==> config.mk <==
export PLATFORM = sky130hd
export DESIGN_NAME = inst_decode_queue
export DESIGN_NICKNAME = d
export VERILOG_FILES = /design/src/rtl/inst_decode_queue.sv
export SDC_FILE = /design/constraint.sdc
export NUM_CORES = 1
export LEC_CHECK = 0
export CAP_MARGIN = 10
export CORE_MARGIN = 1
export CORE_UTILIZATION = 45
export CTS_CLUSTER_DIAMETER = 50
export CTS_CLUSTER_SIZE = 8
export DETAILED_ROUTE_END_ITERATION = 12
export PLACE_DENSITY = 0.71
export SETUP_SLACK_MARGIN = 0.1
export SLEW_MARGIN = 30
export SYNTH_ARGS = -nofsm -noshare
export SYNTH_HDL_FRONTEND = slang
export SYNTH_SLANG_ARGS = --single-unit
==> constraint.sdc <==
create_clock -name i_SCLK -period 2.5 [get_ports i_SCLK]
set_clock_uncertainty 0.1 [all_clocks]
set_input_delay 0.625 -clock i_SCLK [delete_from_list [all_inputs] [get_ports i_SCLK]]
set_output_delay 0.625 -clock i_SCLK [all_outputs]
set_load 0.02 [all_outputs]
==> src/rtl/inst_decode_queue.sv <==
// rtl/inst_decode_queue.sv - instruction decoder feeding a DEPTH-entry FIFO towards execute
// Each fetched word is split into opcode/OP1/OP2, the opcode expanded to one-hot, then queued.
module inst_decode_queue #(
  parameter  int INST_W = 16,
  parameter  int OPC_W  = 4,
  parameter  int OP1_W  = 4,
  parameter  int N_OPS  = 7,
  parameter  int DEPTH  = 4,
  localparam int OP2_W  = INST_W - OPC_W - OP1_W,
  localparam int CNT_W  = $clog2(DEPTH) + 1
) (
  input  logic              i_SCLK,
  input  logic              i_RESETB,
  input  logic              i_WR_INST,
  input  logic [INST_W-1:0] i_DO,
  output logic              o_INST_RDY,
  output logic              o_VALID,
  input  logic              i_ACK,
  output logic [N_OPS-1:0]  o_OPCODE,
  output logic [OP1_W-1:0]  o_OP1,
  output logic [OP2_W-1:0]  o_OP2,
  output logic              o_ILLEGAL,
  output logic [CNT_W-1:0]  o_COUNT,
  output logic              o_ERR_OVF
);

  localparam int PTR_W = $clog2(DEPTH);
  localparam int ENT_W = N_OPS + 1 + OP1_W + OP2_W;
  localparam logic [CNT_W-1:0] FULL_CNT = CNT_W'(DEPTH);
  // One bit wider than the opcode so N_OPS == 2**OPC_W does not wrap to zero
  localparam logic [OPC_W:0]   N_OPS_X  = (OPC_W + 1)'(N_OPS);

  logic [ENT_W-1:0] mem [DEPTH];
  logic [PTR_W-1:0] wr_ptr;
  logic [PTR_W-1:0] rd_ptr;
  logic [CNT_W-1:0] count;
  logic             err_ovf;

  logic             full;
  logic             empty;
  logic             push;
  logic             pop;

  logic [OPC_W-1:0] dec_opc;
  logic [N_OPS-1:0] dec_onehot;
  logic             dec_illegal;
  logic [ENT_W-1:0] dec_entry;
  logic [ENT_W-1:0] head;

  assign full  = (count == FULL_CNT);
  assign empty = (count == '0);
  assign push  = i_WR_INST & ~full;
  assign pop   = i_ACK & ~empty;

  assign dec_opc = i_DO[INST_W-1 -: OPC_W];

  always_comb begin
    dec_onehot = '0;
    for (int i = 0; i < N_OPS; i++) begin
      if (dec_opc == OPC_W'(i)) dec_onehot[i] = 1'b1;
    end
    dec_illegal = ({1'b0, dec_opc} >= N_OPS_X);
  end

  assign dec_entry = {dec_onehot, dec_illegal, i_DO[OP2_W +: OP1_W], i_DO[OP2_W-1:0]};

  always_ff @(posedge i_SCLK or negedge i_RESETB) begin
    if (!i_RESETB) begin
      wr_ptr  <= '0;
      rd_ptr  <= '0;
      count   <= '0;
      err_ovf <= 1'b0;
      for (int i = 0; i < DEPTH; i++) mem[i] <= '0;
    end else begin
      if (push) begin
        mem[wr_ptr] <= dec_entry;
        wr_ptr      <= wr_ptr + PTR_W'(1);
      end
      if (pop) rd_ptr <= rd_ptr + PTR_W'(1);
      case ({push, pop})
        2'b10:   count <= count + CNT_W'(1);
        2'b01:   count <= count - CNT_W'(1);
        default: count <= count;
      endcase
      // A rejected write is the only event that flags overflow; it stays until reset
      if (i_WR_INST && full) err_ovf <= 1'b1;
    end
  end

  assign head = empty ? '0 : mem[rd_ptr];

  assign o_INST_RDY = ~full;
  assign o_VALID    = ~empty;
  assign o_OPCODE   = head[ENT_W-1 -: N_OPS];
  assign o_ILLEGAL  = head[OP1_W + OP2_W];
  assign o_OP1      = head[OP2_W +: OP1_W];
  assign o_OP2      = head[OP2_W-1:0];
  assign o_COUNT    = count;
  assign o_ERR_OVF  = err_ovf;

endmodule

**Run 1: cell density map**

The die is cut into 10 by 10 equal tiles; white is low, dark blue is high, 0 to 100% covered.
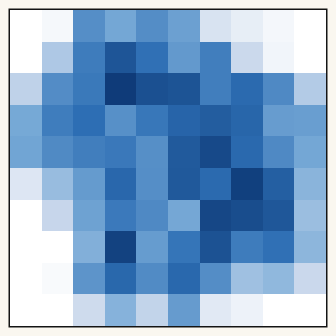
mean over tiles: 51%
emptiest ninth of the die: south-west
tiles over 75% full: 24%
nearly empty tiles: 12%
Placeable Area: 9730 um^2
Finished Core Util: 56.0%

**Run 1: routed clock nets over the placement**

Scale bar: 20 um.
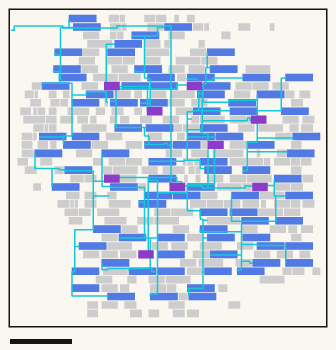
legend:
  flip-flops:
    color: blue
    count: 88
  clock wires:
    color: cyan
    length: 1130 um
  clock-net drivers:
    color: purple
    count: 9
flops lie: spread over the die
clock power share: 13.2%
clk_lat worst skew: 0.35 ns
Clk. pwr: 0.997 mW

==> impl_metrics.json, run 1 <==
{
  "status": "complete, but fails checks",
  "violations": "negative setup slack",
  "buffer_area_share_pct": 13.3,
  "top_layer_used": "met4",
  "drt-pass1-iter-count": 4,
  "leakagePower_nw": 2.46,
  "fin_area_um2": 5440,
  "cp-end-kind": "output port",
  "drive_gt1_share_pct": 54.5,
  "clkCellAreaFrac_pct": 3.65,
  "slowest_stage": "mux4_2",
  "cpPeakStageDelay_ns": 0.50,
  "r2r_slack_ns": 0.24,
  "cts_tree": "yes",
  "area_delta_synth_final_pct": 20.9,
  "layout.cells.most_common": "dfrtp_1",
  "synthDistinctLibCells": 26,
  "comb_area_share_pct": 39.2,
  "synth.net_count": 291,
  "cts.sinks": 88,
  "cts_root_buf": "clkbuf_8",
  "cp.buffers_inverters": 3,
  "met1_usage_pct": 25.2,
  "worst_pin_slew_ns": 0.597,
  "drv_cap": 0,
  "met3_length_um": 326,
  "drc_errors": 0,
  "ys_chip_area_um2": 4500,
  "fp_util_pct": 46.3,
  "syn_area_um2": 4500,
  "powerDensity_nw_per_um2": 1380,
  "largest_register_ffs": 80,
  "finalSetupViolations": 14,
  "layout_setup_ws_ns": -0.0364,
  "rsz0062_at_grt": "yes",
  "gr-usage-met2_pct": 28.9,
  "finalPower_mw": 7.53,
  "crit_required_ns": 1.77,
  "wl_per_cell_um": 18.3,
  "synth_cells": 265,
  "dieArea_um2": 10400,
  "cts_made_buffers": 9,
  "worstRegToRegCells": 9,
  "diodes": 0,
  "top_area_cell": "dfrtp_1",
  "path_max_fanout": 5,
  "postCtsSetupRepairBufs": 2,
  "hold_class": "input port to asynchronous set/reset pin",
  "crit_chain": "buf_4 -> buf_6 -> mux4_2 -> and2_4 -> buf_4",
  "cp.depth": 5,
  "grt-ovfl-total": 0,
  "ir_drop_uv": 754,
  "ys_top_cells_by_area": "dfrtp_1 (49%), mux2_4 (27%), mux4_2 (10%)",
  "worstReg2RegEnd": "o_COUNT[2]$_DFFE_PN0P_",
  "ys_cells": 265,
  "cts_hold_buffers": 0,
  "synthArstFlopShare_pct": 100,
  "max_freq_mhz": 394,
  "holdWs_ns": 0.144,
  "final_cell_mix": "dfrtp_1 (88), mux2_4 (80), clkdlybuf4s50_1 (22)",
  "synth_area_per_cell_um2": 17.0,
  "tool_warnings": 31,
  "cts_resized": 136,
  "antenna_found_initial": 0,
  "met2WireLength_mm": 4.07,
  "use_met3_pct": 4.31,
  "ys.flops": 88,
  "viasPerCell": 5.11,
  "common_cells": "dfrtp_1 (88), mux2_4 (80), and2_1 (21), mux4_2 (20), buf_12 (8)",
  "wl_met1_mm": 4.00,
  "critPathTopFamily": "multiplexers",
  "buffers": 66,
  "dominant_cells": "registers",
  "top_area_share_pct": 48.9,
  "ys_seq_share_pct": 48.9,
  "drt.antenna.violating_nets": 0,
  "num-multi-input-gates": 157,
  "grt_max_degree": 43,
  "synth-edff-count": 0,
  "crit_end": "o_OP2[7]",
  "grt_pass1_vias": 2568,
  "grt_usage_pct": 18.3,
  "grt-busiest-layer": "met2",
  "vias": 2377,
  "post-place-ws_ns": -0.0707,
  "fin_crit_ns": 2.54,
  "crit_type": "register to output port",
  "gp_congestion": 0.733,
  "placed_cells": 446,
  "r2r_start": "o_COUNT[1]$_DFFE_PN0P_",
  "post-route-period-util_pct": 101,
  "finalHoldViolations": 0,
  "cts.clk_slew.worst_paths_ns": 0.09,
  "slew_headroom_pct": 59.8,
  "crit_top_cell": "buf_4",
  "ctsHtreeMaxLevel": 3,
  "top_cell": "dfrtp_1",
  "cp_data_arrival_time_ns": 1.81
}
**Run 1: pin placement**

Pins as bars across the die edge, other pins in gray.
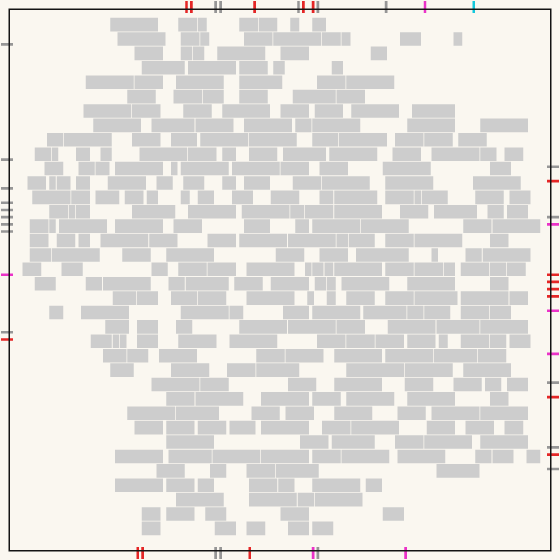
legend:
  i_DO:
    color: red
    pins: 16
    direction: input
    edge: 7 east, 5 north, 3 south, 1 west
  o_VALID:
    color: cyan
    pins: 1
    direction: output
    edge: north
  o_OPCODE:
    color: magenta
    pins: 7
    direction: output
    edge: 3 east, 2 south, 1 north, 1 west
input/output buffers: 45
Die Y: 102 um
Horiz. Die Dim: 102 um

**Run 1: placed standard cells**

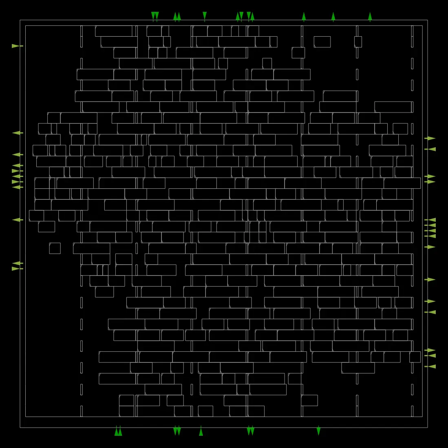
Tapcells: 133
flop share of the area: 40.5%
FILL cells: 801
flip-flops: 88
fin cells: 465

-- run 1: report_power, final --
| group | internal, mW | total, mW | switching, mW |
|---|---|---|---|
| clock network | 0.492 | 0.997 | 0.505 |
| registers | 2.06 | 2.42 | 0.354 |
| logic | 2.55 | 4.12 | 1.57 |
-- run 1: worst register-to-register path, stage by stage (launching register included) --
cell     delay [ns]
dfrtp_1        0.39
buf_4          0.14
or3b_4         0.43
nand2_2        0.13
ha_1           0.18
inv_1          0.06
fa_1           0.37
xor2_1         0.15
nor2_1         0.11
xor2_1         0.14
-- run 1: logic make-up after synthesis --
family,after synthesis,share of synthesized area [%]
muxes,102,37.1
DFF,88,48.9
and+or+nand+nor,41,5.78
buffers and inverters,20,4.78
xor gates and xnor gates,6,1.17
adders and majority gates,6,1.83
AOI/OAI and AO/OA,2,0.417
--- run 2 (diff from run 1) ---
Settings changed: GPL_TIMING_DRIVEN set to 0.
==> impl_metrics.json, run 2 <==
{
  "status": "complete, but fails checks",
  "violations": "negative setup slack",
  "finalHoldViolations": 0,
  "crit_end": "o_OPCODE[6]",
  "fin_area_um2": 5600,
  "pwr-share-clk_pct": 13.9,
  "worst_pin_slew_ns": 0.646,
  "post-place-ws_ns": -0.372,
  "finalSetupViolations": 20,
  "cts.sinks": 88,
  "gp_congestion": 0.704,
  "wl_per_cell_um": 18.8,
  "common_cells": "dfrtp_1 (88), mux2_4 (80), and2_1 (21), mux4_2 (20), buf_12 (8)",
  "buffers": 75,
  "ys_chip_area_um2": 4500,
  "drive_gt1_share_pct": 55.3,
  "ys_seq_share_pct": 48.9,
  "top_area_share_pct": 48.9,
  "cts_root_buf": "clkbuf_8",
  "crit_type": "register to output port",
  "powerDensity_nw_per_um2": 1400,
  "port_buffers": 45,
  "synth_area_per_cell_um2": 17.0,
  "ctsHtreeMaxLevel": 3,
  "clkCellAreaFrac_pct": 3.91,
  "synth-edff-count": 0,
  "num-multi-input-gates": 157,
  "final_cell_mix": "dfrtp_1 (86), mux2_4 (80), clkdlybuf4s50_1 (22)",
  "finalPower_mw": 7.82,
  "r2r_start": "o_COUNT[1]$_DFFE_PN0P_",
  "cp_data_arrival_time_ns": 1.89,
  "diodes": 0,
  "synthArstFlopShare_pct": 100,
  "cts.clk_slew.worst_paths_ns": 0.09,
  "top_area_cell": "dfrtp_1",
  "tool_warnings": 31,
  "taps": 133,
  "p_sw_mw": 2.49,
  "cts_hold_buffers": 0,
  "area_delta_synth_final_pct": 24.3,
  "ys_cells": 265,
  "ir_drop_uv": 624,
  "synthDistinctLibCells": 26,
  "core_um2": 9730,
  "layout.cells.most_common": "dfrtp_1",
  "drt-pass1-iter-count": 4,
  "grt_usage_pct": 18.8,
  "worstRegToRegCells": 9,
  "fin_crit_ns": 2.61,
  "comb_area_share_pct": 38.0,
  "path_max_fanout": 3,
  "vias": 2404,
  "post-route-period-util_pct": 104,
  "grt-ovfl-total": 0,
  "layout_setup_ws_ns": -0.110,
  "max_freq_mhz": 383,
  "cts_made_buffers": 9,
  "pg_seq_mw": 2.45,
  "comb_power_mw": 4.28,
  "holdWs_ns": 0.0656,
  "synth.net_count": 291,
  "crit_required_ns": 1.77,
  "dominant_cells": "registers",
  "cp-end-kind": "output port",
  "grt_pass1_vias": 2650,
  "drc_errors": 0,
  "p_seq_share_pct": 31.3
}
## run 2: critical path, cell delays in order (launching register included)
cell and delay (ns):
dfrtp_2 0.45, buf_12 0.14, buf_12 0.11, buf_4 0.12, mux4_2 0.43, and2_4 0.16, buf_6 0.12
## run 2: cells by family after synthesis
family          share of synthesized area [%]
compound gates                          0.417
xor+xnor                                 1.17
fa+ha+maj                                1.83
buf+inv                                  4.78
flops                                    48.9
mux                                      37.1
simple gates                             5.78
## run 2: metal layers
layer	track usage [%]	vias up	routed length [um]
met1	25.9	1254	4220
met5	0	-	0
met2	29.3	43	4200
li1	-	1095	-
met3	5.20	12	332
met4	5.60	0	133
## run 2: what timing repair did
item | CTS | global route
gates resized | 140 | 3
setup endpoints to repair | 22 | 23
cloned | 2 | 0
pin swaps | 11 | 1
buffers inserted | 8 | 4
**Run 2: placed standard cells**

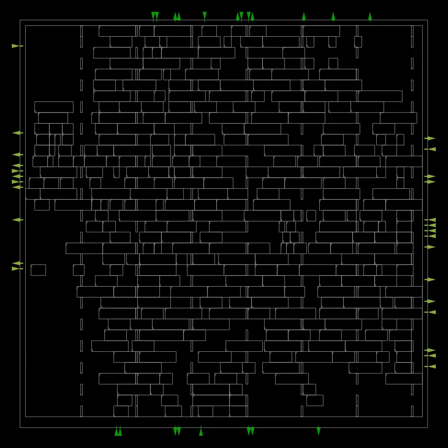
flop share of the area: 39.4%
FILL cells: 780
fin cells: 473

**Run 2: pin placement**

Pins as bars across the die edge, other pins in gray.
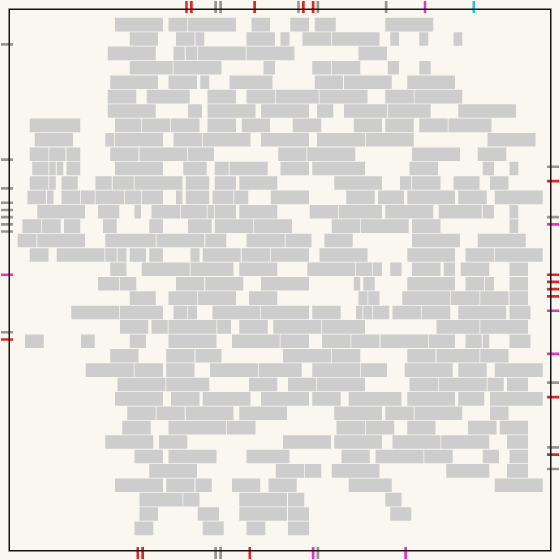
legend:
  o_OPCODE:
    color: magenta
    pins: 7
    direction: output
    edge: 3 east, 2 south, 1 north, 1 west
  i_DO:
    color: red
    pins: 16
    direction: input
    edge: 7 east, 5 north, 3 south, 1 west
  o_VALID:
    color: cyan
    pins: 1
    direction: output
    edge: north
all pins by edge: 15 east, 12 north, 11 west, 8 south

**Run 2: cell density map**

The die is cut into 10 by 10 equal tiles; white is low, dark blue is high, 0 to 100% covered.
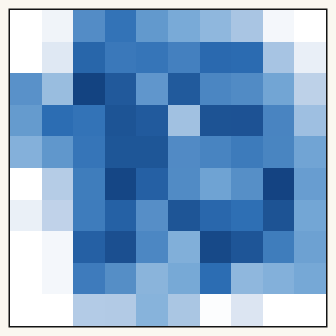
mean over tiles: 52%
nearly empty tiles: 11%
densest ninth of the die: center
fp_density: 46.3%
Finished Core Util: 57.5%

--- run 3 (diff from run 2) ---
Settings changed: SLEW_MARGIN 30 to 20.
==> impl_metrics.json, run 3 <==
{
  "finalPower_mw": 7.74,
  "crit_end": "o_OPCODE[4]",
  "fp_util_pct": 46.3,
  "largest_register_ffs": 80,
  "synth-edff-count": 0,
  "synthDistinctLibCells": 26,
  "top_area_share_pct": 48.9,
  "drv_cap": 0,
  "num-multi-input-gates": 157,
  "ys_chip_area_um2": 4500,
  "logic_area_um2": 2130,
  "clkbuf_count": 11,
  "cp.depth": 6,
  "comb_area_share_pct": 38.2,
  "finalSetupViolations": 19,
  "cp-end-kind": "output port",
  "sh_seq_area_pct": 39.6,
  "top_register": "mem",
  "dominant_cells": "registers",
  "leakagePower_nw": 2.51,
  "finalHoldViolations": 0,
  "layout_setup_ws_ns": -0.114,
  "ir_drop_uv": 611,
  "use_met3_pct": 4.72,
  "cp.buffers_inverters": 4,
  "start_kind": "register",
  "drt_iter0_markers": 76,
  "ys.flops": 88,
  "final_cell_mix": "dfrtp_1 (87), mux2_4 (80), clkdlybuf4s50_1 (22)",
  "diodes": 0,
  "cts.clk_slew.worst_paths_ns": 0.09,
  "met1_usage_pct": 26.4,
  "comb_power_mw": 4.30,
  "core_um2": 9730,
  "powerDensity_nw_per_um2": 1390,
  "crit_top_cell": "buf_12",
  "taps": 133,
  "flops": 88,
  "common_cells": "dfrtp_1 (88), mux2_4 (80), and2_1 (21), mux4_2 (20), buf_12 (8)",
  "cts_root_buf": "clkbuf_8",
  "grt_usage_pct": 18.9,
  "wl_per_cell_um": 19.0,
  "r2r_slack_ns": 0.26,
  "cpPeakStageDelay_ns": 0.45,
  "p_seq_share_pct": 31.7,
  "top_layer_used": "met4",
  "wl_met1_mm": 4.23,
  "cts.sinks": 88,
  "viasPerCell": 5.16,
  "drt.antenna.violating_nets": 0,
  "status": "complete, but fails checks",
  "crit_chain": "buf_12 -> buf_12 -> buf_12 -> mux4_2 -> and2_4 -> buf_6",
  "io_pins": 46,
  "worst_pin_slew_ns": 0.634,
  "fp.dieH_um": 102,
  "grt_max_degree": 48,
  "vias": 2434,
  "yosys_most_used_dff": "dfrtp_1",
  "port_buffers": 45,
  "met2WireLength_mm": 4.25,
  "inverters": 5,
  "slew_viol_final": 0,
  "worstReg2RegEnd": "o_COUNT[2]$_DFFE_PN0P_",
  "slew_headroom_pct": 57.3,
  "synth_area_per_cell_um2": 17.0,
  "ys_seq_share_pct": 48.9,
  "yosysWarnings": 0,
  "p_int_mw": 5.23,
  "place_hpwl_mm": 5.62,
  "p_comb_share_pct": 55.5,
  "ys_top_cells_by_area": "dfrtp_1 (49%), mux2_4 (27%), mux4_2 (10%)",
  "startpoint": "rd_ptr[0]$_DFFE_PN0P_",
  "drt-pass1-iter-count": 4,
  "drc_errors": 0,
  "swShare_pct": 32.5,
  "die_width_um": 102,
  "cts_buffer_depth": 2,
  "dieArea_um2": 10400,
  "ys_cells": 265,
  "gp_congestion": 0.704,
  "pwr-share-clk_pct": 12.9,
  "drive_gt1_share_pct": 54.9,
  "post-route-period-util_pct": 105,
  "cts_hold_buffers": 0,
  "syn_area_um2": 4500,
  "buffers": 74,
  "buffer_area_share_pct": 15.3,
  "cts_made_buffers": 9,
  "grt_pass1_vias": 2637,
  "clock_latency_ns": 0.36,
  "crit_type": "register to output port",
  "area_delta_synth_final_pct": 23.5,
  "top_power_group": "combinational cells",
  "max_freq_mhz": 383,
  "antenna_found_initial": 0,
  "clkCellAreaFrac_pct": 3.51,
  "synth_cells": 265,
  "synth.net_count": 291,
  "p_clk_mw": 0.995,
  "cts_tree": "yes",
  "grt_pass1_wl_mm": 14.5,
  "crit_required_ns": 1.77,
  "grt-ovfl-total": 0,
  "top_area_cell": "dfrtp_1",
  "fin_crit_ns": 2.61,
  "ctsHtreeMaxLevel": 3,
  "critPathTopFamily": "buffers and inverters",
  "violations": "negative setup slack",
  "grt-busiest-layer": "met2",
  "nNetsFinal": 361,
  "flop_area_um2": 2200,
  "tool_warnings": 31,
  "cp_data_arrival_time_ns": 1.89,
  "hold_class": "input port to asynchronous set/reset pin",
  "layout.cells.most_common": "dfrtp_1",
  "wl_mm": 8.96,
  "path_max_fanout": 5,
  "setup-tns-final_ns": -1.61,
  "synthArstFlopShare_pct": 100,
  "top_cell": "dfrtp_1",
  "slowest_stage": "dfrtp_2",
  "gr-usage-met2_pct": 29.6,
  "rsz0062_at_grt": "yes",
  "r2r_start": "o_COUNT[1]$_DFFE_PN0P_",
  "met3_length_um": 376,
  "pg_seq_mw": 2.45,
  "p_sw_mw": 2.52,
  "worstRegToRegCells": 9
}
==> run 3: stage by stage <==
stage	util [%]	hold slack, ns	worst slack [ns]	std cells	cell area (um^2)
final	57.2	0.144	-0.114	472	5560
after global routing	57.2	0.176	-0.171	472	5560
after CTS	57.1	0.157	-0.126	471	5560
after detailed placement	52.9	0.356	-0.381	444	5150
after global placement	52.6	0.363	-2.47	443	5120
after floorplan	-	0.229	0.217	265	4500
==> run 3: what timing repair did <==
item	CTS	global route
setup endpoints to repair	22	23
cloned	2	0
pin swaps	11	0
setup buffers	10	1
gates resized	140	3
==> run 3: cell families after synthesis <==
family | share of synthesized area [%]
xor gates and xnor gates | 1.17
muxes | 37.1
AOI/OAI and AO/OA | 0.417
adders and majority gates | 1.83
buffers and inverters | 4.78
and+or+nand+nor | 5.78
DFF | 48.9
**Run 3: placed standard cells**

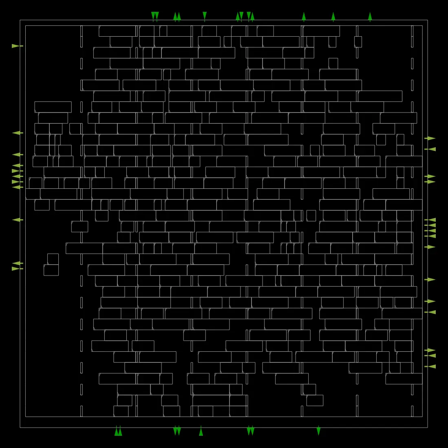
std cell rows: 36
fin cells: 472
FILL cells: 794

**Run 3: the metal 3 layer**

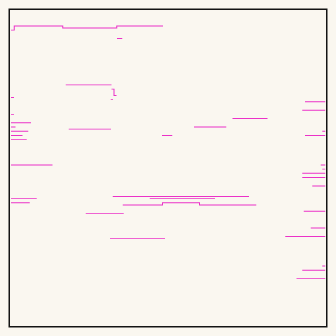
share of all routed wire: 4.2%
nets with wire on the layer: 32
main direction: horizontal
longest straight run: 43.7 um
wire length on this layer: 376 um

**Run 3: cell density map**

The die is cut into 10 by 10 equal tiles; white is low, dark blue is high, 0 to 100% covered.
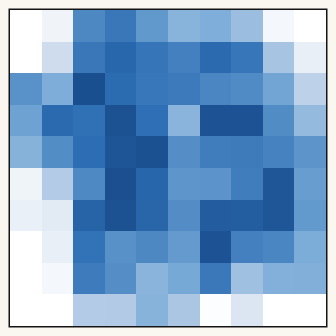
fullest tile: 88%
mean over tiles: 52%
emptiest ninth of the die: south-west
Finished Core Util: 57.2%

Power is estimated from default activity; no workload was simulated.
